**config.mk**
```make
export PLATFORM = sky130hd
export DESIGN_NAME = prog_loader
export DESIGN_NICKNAME = d
export VERILOG_FILES = /design/src/rtl/eater_pkg.sv /design/src/rtl/prog_loader_phase_timer.sv /design/src/rtl/prog_loader.sv
export SDC_FILE = /design/constraint.sdc
export NUM_CORES = 1
export LEC_CHECK = 0
export ABC_AREA = 1
export CAP_MARGIN = 20
export CORE_ASPECT_RATIO = 0.75
export CORE_MARGIN = 8
export CORE_UTILIZATION = 50
export DETAILED_ROUTE_END_ITERATION = 10
export GPL_TIMING_DRIVEN = 0
export PLACE_DENSITY = 0.89
export SLEW_MARGIN = 10
export SYNTH_ARGS = -nofsm -noshare
export SYNTH_HDL_FRONTEND = slang
export SYNTH_SLANG_ARGS = --single-unit
```
**constraint.sdc**
```tcl
create_clock -name fastClk -period 2.5 [get_ports fastClk]
set_clock_uncertainty 0.1 [all_clocks]
set_input_delay 0.375 -clock fastClk [delete_from_list [all_inputs] [get_ports fastClk]]
set_output_delay 0.375 -clock fastClk [all_outputs]
set_load 0.02 [all_outputs]
```
**src/rtl/eater_pkg.sv**
```systemverilog
// eater_pkg: loader FSM states and default timing constants shared by the program loader.
package eater_pkg;
    typedef enum logic [2:0] {IDLE, WAIT_BYTE, SETUP, WRITE, HOLD, FINISH} state_e;
    localparam int DEF_NUM_WORDS    = 16;
    localparam int DEF_SETUP_CYCLES = 2;
    localparam int DEF_WR_CYCLES    = 1;
    localparam int DEF_HOLD_CYCLES  = 2;
    localparam int TMR_W            = 8;
endpackage

```
**src/rtl/prog_loader_phase_timer.sv**
```systemverilog
// phase_timer: loadable down-counter; expire is high in the last cycle of a loaded interval.
module phase_timer
    import eater_pkg::*;
(
    input  logic             fastClk,
    input  logic             rst,
    input  logic             load,
    input  logic [TMR_W-1:0] load_val,
    output logic             expire
);
    logic [TMR_W-1:0] cnt_q, cnt_d;

    always_comb cnt_d = load ? load_val : (cnt_q != '0 ? cnt_q - 1'b1 : cnt_q);

    always_ff @(posedge fastClk) begin
        if (rst) cnt_q <= '0;
        else     cnt_q <= cnt_d;
    end

    assign expire = cnt_q == TMR_W'(1);
endmodule

```
**src/rtl/prog_loader.sv**
```systemverilog
// prog_loader: streams bytes into RAM addresses 0..NUM_WORDS-1 with timed setup/strobe/hold phases.
module prog_loader
    import eater_pkg::*;
#(
    parameter int NUM_WORDS    = DEF_NUM_WORDS,
    parameter int SETUP_CYCLES = DEF_SETUP_CYCLES,
    parameter int WR_CYCLES    = DEF_WR_CYCLES,
    parameter int HOLD_CYCLES  = DEF_HOLD_CYCLES
) (
    input  logic       fastClk,
    input  logic       rst,
    input  logic       start,
    input  logic       abort,
    input  logic       in_valid,
    input  logic [7:0] in_data,
    output logic       in_ready,
    output logic       prog_mode,
    output logic [3:0] addr,
    output logic [7:0] data,
    output logic       wr_en,
    output logic       busy,
    output logic       done
);
    localparam logic [3:0] LAST_ADDR = 4'(NUM_WORDS - 1);

    state_e           state_q, state_d;
    logic [3:0]       addr_q, addr_d;
    logic [7:0]       data_q, data_d;
    logic             in_ready_q, in_ready_d, prog_mode_q, prog_mode_d;
    logic             wr_en_q, wr_en_d, busy_q, busy_d, done_q, done_d;
    logic             tmr_load, tmr_expire;
    logic [TMR_W-1:0] tmr_val;

    phase_timer u_timer (
        .fastClk (fastClk),
        .rst     (rst),
        .load    (tmr_load),
        .load_val(tmr_val),
        .expire  (tmr_expire)
    );

    // Timer is loaded on the edge that enters each timed phase; abort wins over every transition.
    always_comb begin
        state_d  = state_q;
        addr_d   = addr_q;
        data_d   = data_q;
        tmr_load = 1'b0;
        tmr_val  = '0;
        case (state_q)
            IDLE: if (start && !abort) begin
                state_d = WAIT_BYTE;
                addr_d  = '0;
            end
            WAIT_BYTE: if (abort) state_d = IDLE;
            else if (in_valid && in_ready_q) begin
                data_d   = in_data;
                state_d  = SETUP;
                tmr_load = 1'b1;
                tmr_val  = TMR_W'(SETUP_CYCLES);
            end
            SETUP: if (abort) state_d = IDLE;
            else if (tmr_expire) begin
                state_d  = WRITE;
                tmr_load = 1'b1;
                tmr_val  = TMR_W'(WR_CYCLES);
            end
            WRITE: if (abort) state_d = IDLE;
            else if (tmr_expire) begin
                state_d  = HOLD;
                tmr_load = 1'b1;
                tmr_val  = TMR_W'(HOLD_CYCLES);
            end
            HOLD: if (abort) state_d = IDLE;
            else if (tmr_expire) begin
                if (addr_q == LAST_ADDR) state_d = FINISH;
                else begin
                    state_d = WAIT_BYTE;
                    addr_d  = addr_q + 4'd1;
                end
            end
            FINISH:  state_d = IDLE;
            default: state_d = IDLE;
        endcase
        in_ready_d  = state_d == WAIT_BYTE;
        wr_en_d     = state_d == WRITE;
        prog_mode_d = state_d inside {WAIT_BYTE, SETUP, WRITE, HOLD};
        busy_d      = state_d != IDLE;
        done_d      = state_d == FINISH;
    end

    always_ff @(posedge fastClk) begin
        if (rst) begin
            state_q     <= IDLE;
            addr_q      <= '0;
            data_q      <= '0;
            in_ready_q  <= 1'b0;
            prog_mode_q <= 1'b0;
            wr_en_q     <= 1'b0;
            busy_q      <= 1'b0;
            done_q      <= 1'b0;
        end else begin
            state_q     <= state_d;
            addr_q      <= addr_d;
            data_q      <= data_d;
            in_ready_q  <= in_ready_d;
            prog_mode_q <= prog_mode_d;
            wr_en_q     <= wr_en_d;
            busy_q      <= busy_d;
            done_q      <= done_d;
        end
    end

    assign in_ready  = in_ready_q;
    assign prog_mode = prog_mode_q;
    assign addr      = addr_q;
    assign data      = data_q;
    assign wr_en     = wr_en_q;
    assign busy      = busy_q;
    assign done      = done_q;
endmodule

```
Figure 1. Placement density heat map (run 1).
Drawn at 4 px/um. The die is cut into 8 by 6 equal tiles; dark purple is low, yellow is high, 0 to 100% covered.
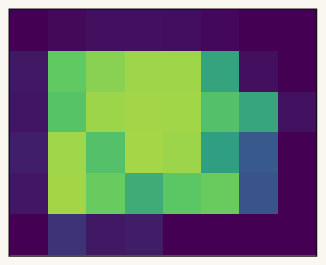
27% of the tiles are over 75% full. The mean over all tiles is 36%. The densest ninth of the die: centre. The fullest tile reaches 86%. 23% of the tiles are nearly empty. The emptiest ninth of the die: north-east.

Figure 2. Clock wiring as the flow saved it (run 1).
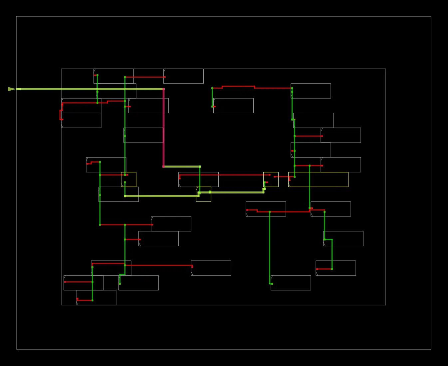
clock buffer count: 3
total CTS buffers: 3
Seq cells: 28

Figure 3. Nets reached from selected ports (run 1).
Drawn at 4 px/um.
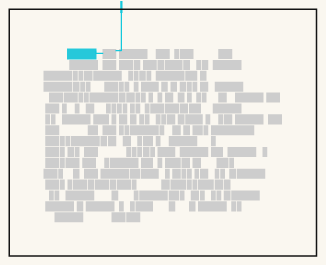
prog_mode: shown in cyan, bits 1, direction output, edge north, end cells 1, wire 13.6 um.

==> out/qor.txt, run 1 <==
Outcome: finished clean
Routed metal-1 wirelength: 1.35 mm
Share of cells above drive strength 1: 13.6%
Sum Neg Setup Slack: 0 ns
Detailed Route Iter0 Violations: 63
GRT met1 Usage: 16.1%
Worst EP required: 2.03 ns
Start point of the worst hold path: rst
P_clk: 299 uW
Setup WS pre-CTS: 0.444 ns
Resized cells post-CTS: 0
Avg Vias per Cell: 5.04
Pint: 825 uW
HP Class: input port to register
Async SR Flop Fraction: 0%
Sw frac: 34.9%
Clk buf depth: 2
Max Cap Viol: 0
CORE AREA: 0.00260 mm2
Number of enable flip-flop cells: 0
Critical Path End Type: primary output
Family with the most delay on the worst path: buffers and inverters
Iteration tally of the first detailed-router pass: 4
Clock slew at reported path FFs: 0.15 ns
Final slew viol count: 0
-- run 1: cell usage after synthesis, drive strengths merged (2+ instances only) --
cell    instances
a211oi          2
a21oi           7
clkbuf          2
dfxtp          28
ha              4
inv            21
nand2          39
nand3          11
nand4           6
nor2           39
o21ai          13
xor2            4
-- run 1: layout by cell type, fill, tap and decap left out, types with 2 or more instances in the layout --
master / n
nor2_1: 33
nand2_1: 29
dfxtp_1: 28
clkdlybuf4s50_1: 28
inv_1: 18
o21ai_0: 11
nand3_1: 8
nand2_2: 8
a21oi_1: 6
nand4_1: 5
xor2_1: 4
ha_1: 4
nor2_2: 3
nand3_2: 3
clkbuf_4: 3
nor2_4: 2
nand2_4: 2
clkbuf_1: 2
a211oi_1: 2
inv_2: 2
o21ai_1: 2
Figure 4. Gate families picked out (run 1).
Drawn at 6 px/um.
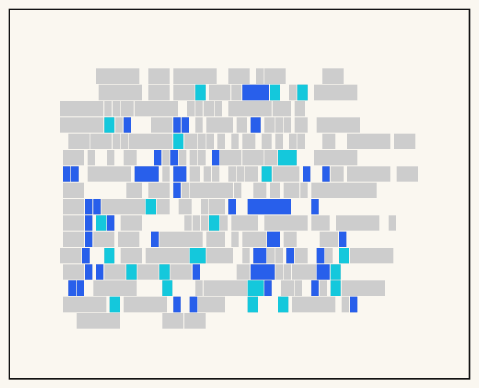

==> run 1 -> run 2 <==
--- a/config.mk
+++ b/config.mk
@@ -9,10 +9,10 @@
 export CAP_MARGIN = 20
 export CORE_ASPECT_RATIO = 0.75
 export CORE_MARGIN = 8
-export CORE_UTILIZATION = 50
+export CORE_UTILIZATION = 44
 export DETAILED_ROUTE_END_ITERATION = 10
 export GPL_TIMING_DRIVEN = 0
-export PLACE_DENSITY = 0.89
+export PLACE_DENSITY = 0.84
 export SLEW_MARGIN = 10
 export SYNTH_ARGS = -nofsm -noshare
 export SYNTH_HDL_FRONTEND = slang
==> constraint.sdc (replaced) <==
create_clock -name fastClk -period 1.55 [get_ports fastClk]
set_clock_uncertainty 0.1 [all_clocks]
set_input_delay 0.2325 -clock fastClk [delete_from_list [all_inputs] [get_ports fastClk]]
set_output_delay 0.2325 -clock fastClk [all_outputs]
set_load 0.02 [all_outputs]
Figure 5. Gate families picked out (run 2).
Drawn at 6 px/um.
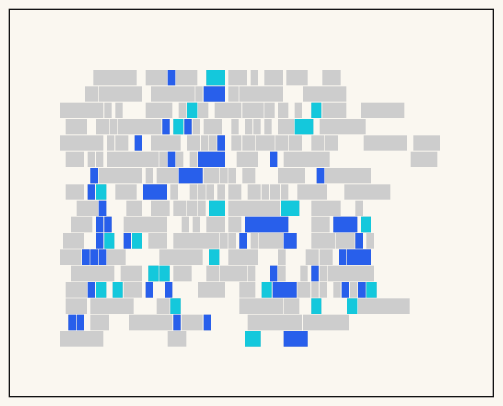
NOR gates: shown in blue, cells 42, most used nor2_1. inverting AOI/OAI gates: shown in cyan, cells 22, most used o21ai_0.

Figure 6. Placement density heat map (run 2).
Drawn at 3 px/um. The die is cut into 8 by 6 equal tiles; dark purple is low, yellow is high, 0 to 100% covered.
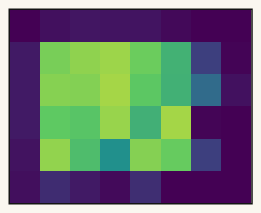
The densest ninth of the die: centre. The mean over all tiles is 35%. The fullest tile reaches 86%. 25% of the tiles are over 75% full. 21% of the tiles are nearly empty.

==> run 2 against run 1 <==
  * Non-clock buffer count increased by 5
  * First-iteration DRC count up 21%
  * Setup slack worse by 0.58 ns
  * Routed wire length up 6.3%
  * Via count up 1.3%
  * Global-route usage fell by 0.98 points
  * Cell count grew 2.8%
  * Register-to-register slack lost 0.79 ns
  * Sequential share of layout area shrank 1.0 points
  * Cell area increased by 6.9%
  * Total power rose by 70%
  * Critical path type unchanged
==> out/qor.txt, run 2 <==
Outcome: finished clean
Final slew viol count: 0 (unchanged)
CORE AREA: 0.00296 mm2 (+14%)
Iteration tally of the first detailed-router pass: 4 (unchanged)
Sum Neg Setup Slack: 0 ns (unchanged)
GRT met1 Usage: 15.9% (-0.25 points)
Avg Vias per Cell: 4.96 (-1.5%)
Most frequent cells after synthesis: 33 x nor2_1, 29 x nand2_1, 28 x dfxtp_1, 18 x inv_1, 11 x o21ai_0
Clock buffer count: 4 (+1)
HP Class: input port to register
Clock slew at reported path FFs: 0.09 ns (-0.06 ns)
Most frequent cell after synthesis: nor2_1
Family with the most delay on the worst path: buffers and inverters
Start point of the worst hold path: rst
Most instantiated logic cells after routing: 32 x nor2_1, 26 x nand2_1, 18 x dfxtp_1, 15 x inv_1, 13 x dlygate4sd2_1
Critical Path End Type: primary output
Total CTS buffers: 3 (unchanged)
Async SR Flop Fraction: 0% (unchanged)
Worst EP required: 1.22 ns (-0.81 ns)
Max Cap Viol: 0 (unchanged)
Figure 7. Nets reached from selected ports (run 2).
Drawn at 4 px/um.
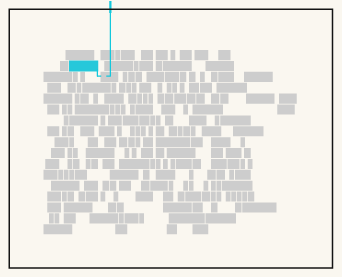
# IOs: 30
count of buffers from port buffering: 28

-- run 2: netlist changes by cell type in the layout (fill, tap and decap cells not counted), sizes merged --
cell           change
clkdlybuf4s50     -16
dlygate4sd2       +13
buf                +5
dlymetal6s2s       +3
bufinv             -1
clkbuf             +1
-- run 2: cells by family (layout without fill, tap and decap cells) --
group	count (synthesis)	in the layout	synth area share, %
AND-OR/OR-AND	22	22	8.68
XOR/XNOR	4	4	2.56
adder cells (fa/ha/maj)	4	4	3.65
buffers and inverters	23	60	6.48
flip-flops	28	28	40.9
AND/OR/NAND/NOR	100	100	37.7
-- run 2: where the power goes --
group	internal, mW	switching, mW
sequential	0.817	0.103
clock	0.228	0.232
combinational	0.326	0.448
-- run 2: what timing repair did --
action,CTS,global route
endpoints found under the setup margin,26,17
pin swaps,1,8
resized,20,28
setup buffers,1,4
Figure 8. Sequential cells coloured by netlist name (run 2).
Drawn at 4 px/um.
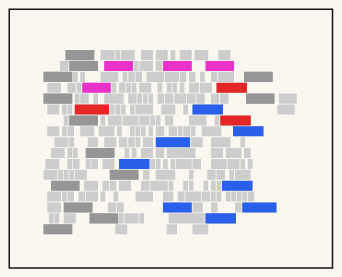

==> run 2 -> run 3 <==
--- a/config.mk
+++ b/config.mk
@@ -7,12 +7,13 @@
 export LEC_CHECK = 0
 export ABC_AREA = 1
 export CAP_MARGIN = 20
+export CELL_PAD_IN_SITES_DETAIL_PLACEMENT = 2
+export CELL_PAD_IN_SITES_GLOBAL_PLACEMENT = 2
 export CORE_ASPECT_RATIO = 0.75
-export CORE_MARGIN = 8
-export CORE_UTILIZATION = 44
+export CORE_UTILIZATION = 28
 export DETAILED_ROUTE_END_ITERATION = 10
 export GPL_TIMING_DRIVEN = 0
-export PLACE_DENSITY = 0.84
+export PLACE_DENSITY = 0.88
 export SLEW_MARGIN = 10
 export SYNTH_ARGS = -nofsm -noshare
 export SYNTH_HDL_FRONTEND = slang
==> constraint.sdc (replaced) <==
create_clock -name fastClk -period 1.65 [get_ports fastClk]
set_clock_uncertainty 0.1 [all_clocks]
set_input_delay 0.2475 -clock fastClk [delete_from_list [all_inputs] [get_ports fastClk]]
set_output_delay 0.2475 -clock fastClk [all_outputs]
set_load 0.02 [all_outputs]
Figure 9. Sequential cells coloured by netlist name (run 3).
Drawn at 4 px/um.
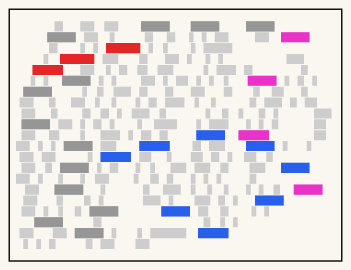
state_q: shown in red, placed flops 3. u_timer.cnt_q: shown in blue, placed flops 8. addr: shown in magenta, placed flops 4.
Another 13 sequential cells are not coloured.

Figure 10. Placement density heat map (run 3).
Drawn at 3 px/um. The die is cut into 8 by 6 equal tiles; dark purple is low, yellow is high, 0 to 100% covered.
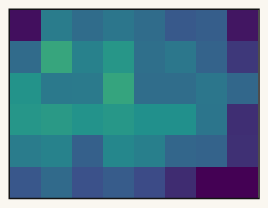
4.2% of the tiles are nearly empty. The fullest tile reaches 59%. The mean over all tiles is 35%.

==> run 3 against run 2 <==
  * Routed wire length increased by 27%
  * Setup slack improved by 0.020 ns
  * Cell area about the same
  * Register-to-register slack better by 0.06 ns
  * Via count grew 2.0%
  * Core utilization down 22 points
  * Flip-flop count stayed put
  * Total power shrank 6.2%
==> out/qor.txt, run 3 <==
Most instantiated logic cells after routing: 29 x nor2_1, 27 x nand2_1, 23 x clkdlybuf4s50_1, 21 x dfxtp_1, 15 x inv_1
Dominant flop cell: dfxtp_1
Max-area cell class: combinational gates
Avg Vias per Cell: 4.76 (-4.0%)
Clock slew at reported path FFs: 0.10 ns (about the same)
Sequential share of power: 41.9% (-0.8 points)
Psw: 776 uW (-0.93%)
Final slew viol count: 0 (unchanged)
NonClk Buf Share: 16.3%
F_max: 625 MHz
DP Wirelength: 2.96 mm
Sum Neg Setup Slack: 0 ns (unchanged)
Total CTS buffers: 3 (unchanged)
Vert. Die Dim: 62.6 um
Worst EP required: 1.30 ns (+0.08 ns)
Most frequent cells after synthesis: 33 x nor2_1, 29 x nand2_1, 28 x dfxtp_1, 18 x inv_1, 11 x o21ai_0
Clock buffer count: 4 (unchanged)
Pint: 1.24 mW (-9.2%)
Outcome: finished clean
Share of cells above drive strength 1: 23.3%
Max VDD drop: 396 uV
Post-DR wirelength/cell: 15.1 um
GRT met1 Usage: 23.8% (+7.9 points)
Count of buffers from port buffering: 28 (unchanged)
Comb power frac: 36.4% (+0.5 points)
GPL Wtd Cong: 0.713
DR vias: 1,295
Critical Path End Type: primary output
Async SR Flop Fraction: 0% (unchanged)
Pwr top: registers
# fillers: 545
# IOs: 30 (unchanged)
Combinational Gates: 130
Final period util: 96.9%
CORE AREA: 0.00457 mm2 (+55%)
Cells after Synth: 181
Comb power: 735 uW (-5.0%)
Max Cap Viol: 0 (unchanged)
Dominant cell area share: 40.9%
P_clk: 439 uW (-4.6%)
Seq pwr: 846 uW (-8.0%)
Family with the most delay on the worst path: buffers and inverters
Sw frac: 38.4% (+2.0 points)
Final Net Count: 233
HP Class: input port to register
Start point of the worst hold path: rst
Initial Util: 30.0%
Clock power frac: 21.7% (+0.3 points)
Most frequent cell after synthesis: nor2_1
Iteration tally of the first detailed-router pass: 4 (unchanged)
Figure 11. Gate families picked out (run 3).
Drawn at 6 px/um.
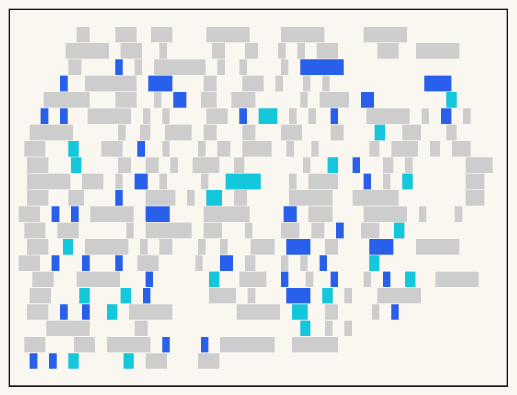
dominant logic cell type in the layout: nor2_1
logic share of the area: 41.9%
Post-Layout Cell Count: 272

==> run 3: path summary, 6_finish.rpt <==
check                 end  slack, ns  depth (start not counted)
hold reg to reg   addr[1]       0.42                          2
setup / recovery  data[3]       0.05                          1
hold / removal    addr[1]       0.30                          2
setup reg to reg     done       0.09                          6
==> run 3: repair_timing <==
action | 4_1_cts | 5_1_grt
pin swaps | 2 | 4
resized | 6 | 26
endpoints found under the setup margin | 14 | 17
buffers inserted | 2 | 0
==> run 3: kinds of logic (layout without fill, tap and decap cells) <==
kind of cell             after synthesis  after routing  share of synthesized area (%)
AND/OR/NAND/NOR                      100            100                           37.7
adder cells (fa/ha/maj)                4              4                           3.65
AND-OR/OR-AND                         22             22                           8.68
buffers and inverters                 23             57                           6.48
flip-flops                            28             28                           40.9
XOR/XNOR                               4              4                           2.56
Power and IR drop assume default switching activity.
